### Met1 routing

(3 px per um)
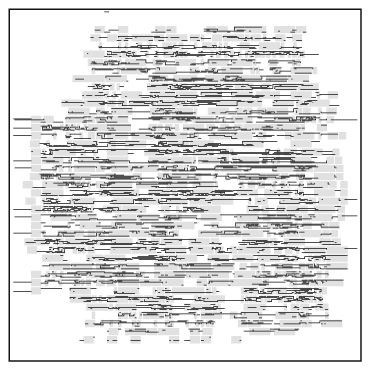
### Metal 2

(4 px per um)
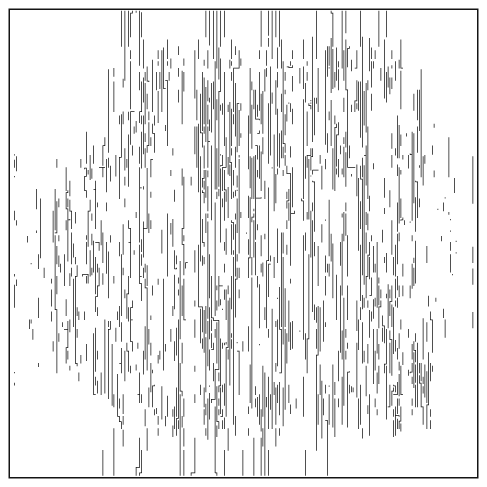
### Signal wires on met3

(2 px per um)
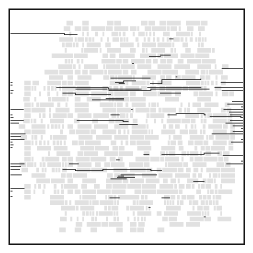
### config.mk
export PLATFORM = sky130hd
export DESIGN_NAME = led_matrix_scan
export DESIGN_NICKNAME = d
export VERILOG_FILES = /design/src/rtl/led_matrix_scan.sv
export SDC_FILE = /design/constraint.sdc
export NUM_CORES = 1
export LEC_CHECK = 0
export CORE_MARGIN = 4
export CORE_UTILIZATION = 50
export CTS_BUF_LIST = sky130_fd_sc_hd__clkbuf_4
export DETAILED_ROUTE_END_ITERATION = 8
export PLACE_DENSITY = 0.74
export SYNTH_ARGS = -nofsm -noshare
export SYNTH_HDL_FRONTEND = slang
export SYNTH_SLANG_ARGS = --single-unit
export TNS_END_PERCENT = 30
### constraint.sdc
create_clock -name clk -period 1.9 [get_ports clk]
set_input_delay 0.38 -clock clk [delete_from_list [all_inputs] [get_ports clk]]
set_output_delay 0.38 -clock clk [all_outputs]
set_load 0.1 [all_outputs]
### src/rtl/led_matrix_scan.sv
// Row-multiplexed 8x8 LED matrix driver: double-buffered frame, blanking gap between rows.
// Optional `LED_MATRIX_SCAN_BRIGHTNESS_EN adds a 3-bit brightness input that shortens the lit part of DRIVE.
module led_matrix_scan #(
  parameter int DWELL = 12500,
  parameter int BLANK = 16
) (
  input  logic        clk,
  input  logic        reset,
  input  logic [63:0] frame_in,
  input  logic        frame_load,
  output logic        frame_ready,
  output logic        frame_sync,
`ifdef LED_MATRIX_SCAN_BRIGHTNESS_EN
  input  logic [2:0]  brightness,
`endif
  output logic [15:0] led
);

  localparam int MAXC = (DWELL > BLANK) ? DWELL : BLANK;
  localparam int CW   = (MAXC > 1) ? $clog2(MAXC) : 1;

  localparam logic ST_BLANK = 1'b0;
  localparam logic ST_DRIVE = 1'b1;

  logic          r_state;
  logic [CW-1:0] r_cnt;
  logic [2:0]    r_row;
  logic [63:0]   r_active;
  logic [63:0]   r_shadow;
  logic          r_pending;
  logic          r_sync;
  logic [15:0]   r_led;

  logic       w_blank_last;
  logic       w_drive_last;
  logic       w_wrap;
  logic [7:0] w_row_gnd;
  logic [7:0] w_cols;
  logic [7:0] w_cols_shown;

  assign w_blank_last = (r_cnt == CW'(BLANK - 1));
  assign w_drive_last = (r_cnt == CW'(DWELL - 1));
  assign w_wrap       = (r_state == ST_DRIVE) && w_drive_last && (r_row == 3'd7);
  assign w_row_gnd    = ~(8'd1 << r_row);
  assign w_cols       = r_active[{r_row, 3'b000} +: 8];

`ifdef LED_MATRIX_SCAN_BRIGHTNESS_EN
  logic [31:0] w_lit_lim;
  assign w_lit_lim    = ((32'(brightness) + 32'd1) * 32'(DWELL)) >> 3;
  assign w_cols_shown = (32'(r_cnt) < w_lit_lim) ? w_cols : '0;
`else
  assign w_cols_shown = w_cols;
`endif

  always_ff @(posedge clk) begin
    if (!reset) begin
      r_state   <= ST_BLANK;
      r_cnt     <= '0;
      r_row     <= '0;
      r_active  <= '0;
      r_shadow  <= '0;
      r_pending <= 1'b0;
      r_sync    <= 1'b0;
      r_led     <= 16'hFF00;
    end else begin
      r_sync <= 1'b0;
      // led is the pattern of the state held before this edge, so it lags the FSM by one cycle
      r_led  <= (r_state == ST_DRIVE) ? {w_row_gnd, w_cols_shown} : 16'hFF00;

      case (r_state)
        ST_BLANK: begin
          if (w_blank_last) begin
            r_state <= ST_DRIVE;
            r_cnt   <= '0;
          end else begin
            r_cnt <= r_cnt + CW'(1);
          end
        end
        default: begin
          if (w_drive_last) begin
            r_row   <= r_row + 3'd1;
            r_state <= ST_BLANK;
            r_cnt   <= '0;
          end else begin
            r_cnt <= r_cnt + CW'(1);
          end
        end
      endcase

      // A load landing on the wrap cycle sees r_pending=0, so it is captured but swapped a frame later
      if (w_wrap && r_pending) begin
        r_active  <= r_shadow;
        r_pending <= 1'b0;
        r_sync    <= 1'b1;
      end else if (frame_load && !r_pending) begin
        r_shadow  <= frame_in;
        r_pending <= 1'b1;
      end
    end
  end

  assign frame_ready = ~r_pending;
  assign frame_sync  = r_sync;
  assign led         = r_led;

endmodule

==> flow_summary_export.csv <==
group,metric,value,unit
floorplan,ios,85,
logic_synthesis,yosysCellCount,597,
final_layout,num_antenna_cells,0,
setup_path,crit_required,2.34,ns
placement,hpwl,9190,um
logic_synthesis,async_flop_share,0,%
clock_network,cts_made_buffers,17,
final_timing,fin_tns_setup,0,ns
logic_synthesis,synth_warnings,0,
logic_synthesis,synth-edff-count,0,
logic_synthesis,flop_cell,"dfxtp_1",
final_timing,worst_slack,0.0898,ns
logic_synthesis,ys_area,5910,sq um
logic_synthesis,syn_area_per_cell,9.90,sq um
route,postRouteAntennaNets,0,
final_timing,rsz0062_at_grt,"no",
setup_path,setup.worst_path.end_class,"flip-flop",
setup_path,r2r_start,"r_cnt[1]",
route,routed_wirelength,13000,um
final_layout,fin_util,63.3,%
placement,place_inst,805,
setup_path,crit_fanout,64,
clock_network,path_clk_slew,0.14,ns
setup_path,critPathArrivalTime,2.25,ns
clock_network,post_cts_buffers,0,
route,viasPerCell,5.35,
final_layout,nNetsFinal,755,
clock_network,cts_tree,"yes",
placement,placed_cell_area,6970,sq um
flow_run,max_cap_violations,0,
route,wl_per_cell,15.5,um
floorplan,coreArea,11500,sq um
global_route,grt_usage,20.1,%
final_timing,final_hold_viol_count,0,
power,seqPwrFrac,58.3,%
clock_network,cts_buffer_depth,2,
global_route,grt_pass1_wl,21400,um
route,first_pass_iters,4,
route,vias,4480,
final_layout,final_layout_size_suffix_gt1_share,14.3,%
global_route,antenna_found_initial,0,
power,internal_power,4680,uW
final_timing,timing.fmax,552,MHz
logic_synthesis,syn-cell-area,5910,sq um
logic_synthesis,ys_seq_share,55.5,%
placement,post-place-ws,0.0505,ns
logic_synthesis,synth_flops,164,
power,p_comb_share,6.7,%
worst_hold_path,min-delay-start,"frame_in[30]",
setup_path,critPathKind,"reg2reg",
setup_path,critPathSlowestCell,"dfxtp_1",
power,switchingPower,1470,uW
logic_synthesis,syn-num-nets,671,
floorplan,die_x,117,um
final_timing,slew_headroom,72.5,%
flow_run,warnings,30,
route,post-route-drc-count,0,
final_layout,layout.cells.non_filler,837,
floorplan,die_h,117,um
setup_path,start_kind,"flip-flop",
final_timing,final.period_utilization,95.3,%
floorplan,rows,39,
power,switching_share,23.9,%
final_layout,postLayoutCellArea,7290,sq um
setup_path,worstPathCellList,"ha_1 -> nand4bb_1 -> and4bb_4 -> a31oi_4 -> buf_12 -> a22o_1",
final_timing,drv_slew,0,
final_timing,finalSetupViolations,0,
floorplan,fp_util,51.3,%
logic_synthesis,synth.distinct_cells,33,
global_route,grt_pass1_vias,4348,
worst_hold_path,hold_path.class,"in2reg",
final_layout,final_common_cell,"dfxtp_1",
final_timing,clock-skew-final,0.0234,ns
power,peakVddDrop,474,uV
final_timing,worst_pin_slew,0.413,ns
clock_network,clock-sinks,164,
clock_network,cts-root-buf,"clkbuf_4",
setup_path,critPathLaunch,"r_cnt[1]",
global_route,grt_max_degree,65,
power,leakagePower,0.00270,uW
placement,numPortBuffers,84,
run_status,status,"complete, no violations",
final_layout,syn2layout_area_growth,23.4,%
route,drtIter0Drc,304,
global_route,overflow,0,
final_layout,mostFrequentLayoutCells,"161 x dfxtp_1, 153 x nand2_1, 73 x a21oi_1",
power,powerDensity,842,nW/um^2
setup_path,cpPeakStageDelay,0.38,ns
clock_network,clock.latency.late_pin,0.54,ns
floorplan,dieArea,13600,sq um
## Picture notes: 'Met1 routing'
main direction	horizontal
share of all routed wire	46%
nets with wire on the layer	697
wire length on this layer	6000 um

## Picture notes: 'Metal 2'
wire length on this layer	6040 um
main direction	vertical

## Picture notes: 'Signal wires on met3'
wire length on this layer	741 um
main direction	horizontal
nets with wire on the layer	66

layout make-up:
type	count	area [sq um]
clock inverter	14	178
inverter	8	30.0
clock buffer	18	135
sequential	164	3290
multi-input combinational	384	2420
fill	979	4220
timing repair buffer	106	1060
tap	143	179
sequential cells by signal (all words and copies together) (netlist names):
| signal | cells |
|---|---|
| r_row | 3 |
| r_shadow | 64 |
| frame_sync | 1 |
| r_active | 64 |
| r_cnt | 14 |
| led | 16 |
| r_pending | 1 |
| r_state | 1 |
Yosys cell counts (2+ instances only):
library cell    n  area (sq um)
nor3_1          4          20.0
a21oi_1        73           365
mux4_2         16           360
clkinv_1        2          7.51
nand3_1        10          50.1
nor4_1          6          37.5
inv_1           6          22.5
and4bb_2        2          25.0
xnor2_1        12           105
nor2_1         19          71.3
clkbuf_1       18          67.6
buf_6           5          56.3
ha_1            7          87.6
dfxtp_1       164          3280
buf_2          11          55.1
nand4_1         3          18.8
buf_1           6          22.5
nand2_1       154           578
a22o_1         64           561
and3_1          2          12.5
critical path, delay by kind of cell (launching register included):
kind | cells | cell delay [ns]
and+or+nand+nor | 2 | 0.51
AOI/OAI and AO/OA | 2 | 0.39
DFF | 1 | 0.38
buffers and inverters | 1 | 0.21
adders and majority gates | 1 | 0.19
metal layers:
metal  GRT usage, %  wire (um)  vias to the layer above
li1               -          -                     2255
met1           27.8       6000                     2099
met2           30.7       6040                      108
met3           5.60        740                       18
met4           6.57        192                        0
met5              0          0                        -
kinds of logic after synthesis:
family,count (synthesis),share of synthesized area (%)
AND-OR/OR-AND,141,16.2
XOR/XNOR,13,1.93
adder cells (fa/ha/maj),7,1.48
buffers and inverters,49,4.04
flip-flops,164,55.5
multiplexers,17,6.27
AND/OR/NAND/NOR,206,14.6
path summary, 6_finish.rpt:
| path | to | slack, ns | cells after the start |
|---|---|---|---|
| min | r_shadow[30] | 0.36 | 3 |
| min reg2reg | r_cnt[0] | 0.44 | 1 |
| max | r_active[11] | 0.09 | 6 |
| max reg2reg | r_active[11] | 0.09 | 6 |
stage by stage:
step                hold WS (ns)  power (uW)
finish                     0.363        6140
CTS                        0.326        6200
floorplan                  0.426        3830
global route               0.314        6400
global placement           0.438        4060
detailed placement         0.450        4070
power groups by stage:
stage	combinational, uW	sequential [uW]	clock, uW
final	410	3580	2150
after global routing	455	3590	2360
after CTS	415	3580	2200
after detailed placement	412	3660	0
after global placement	402	3650	0
after floorplan	203	3630	0
what timing repair did:
action                     CTS  global route
setup endpoints to repair    0            65
hold buffers                 0             0
gates resized                0             4
Power figures rest on the tool's default switching activity, not on a simulated workload.
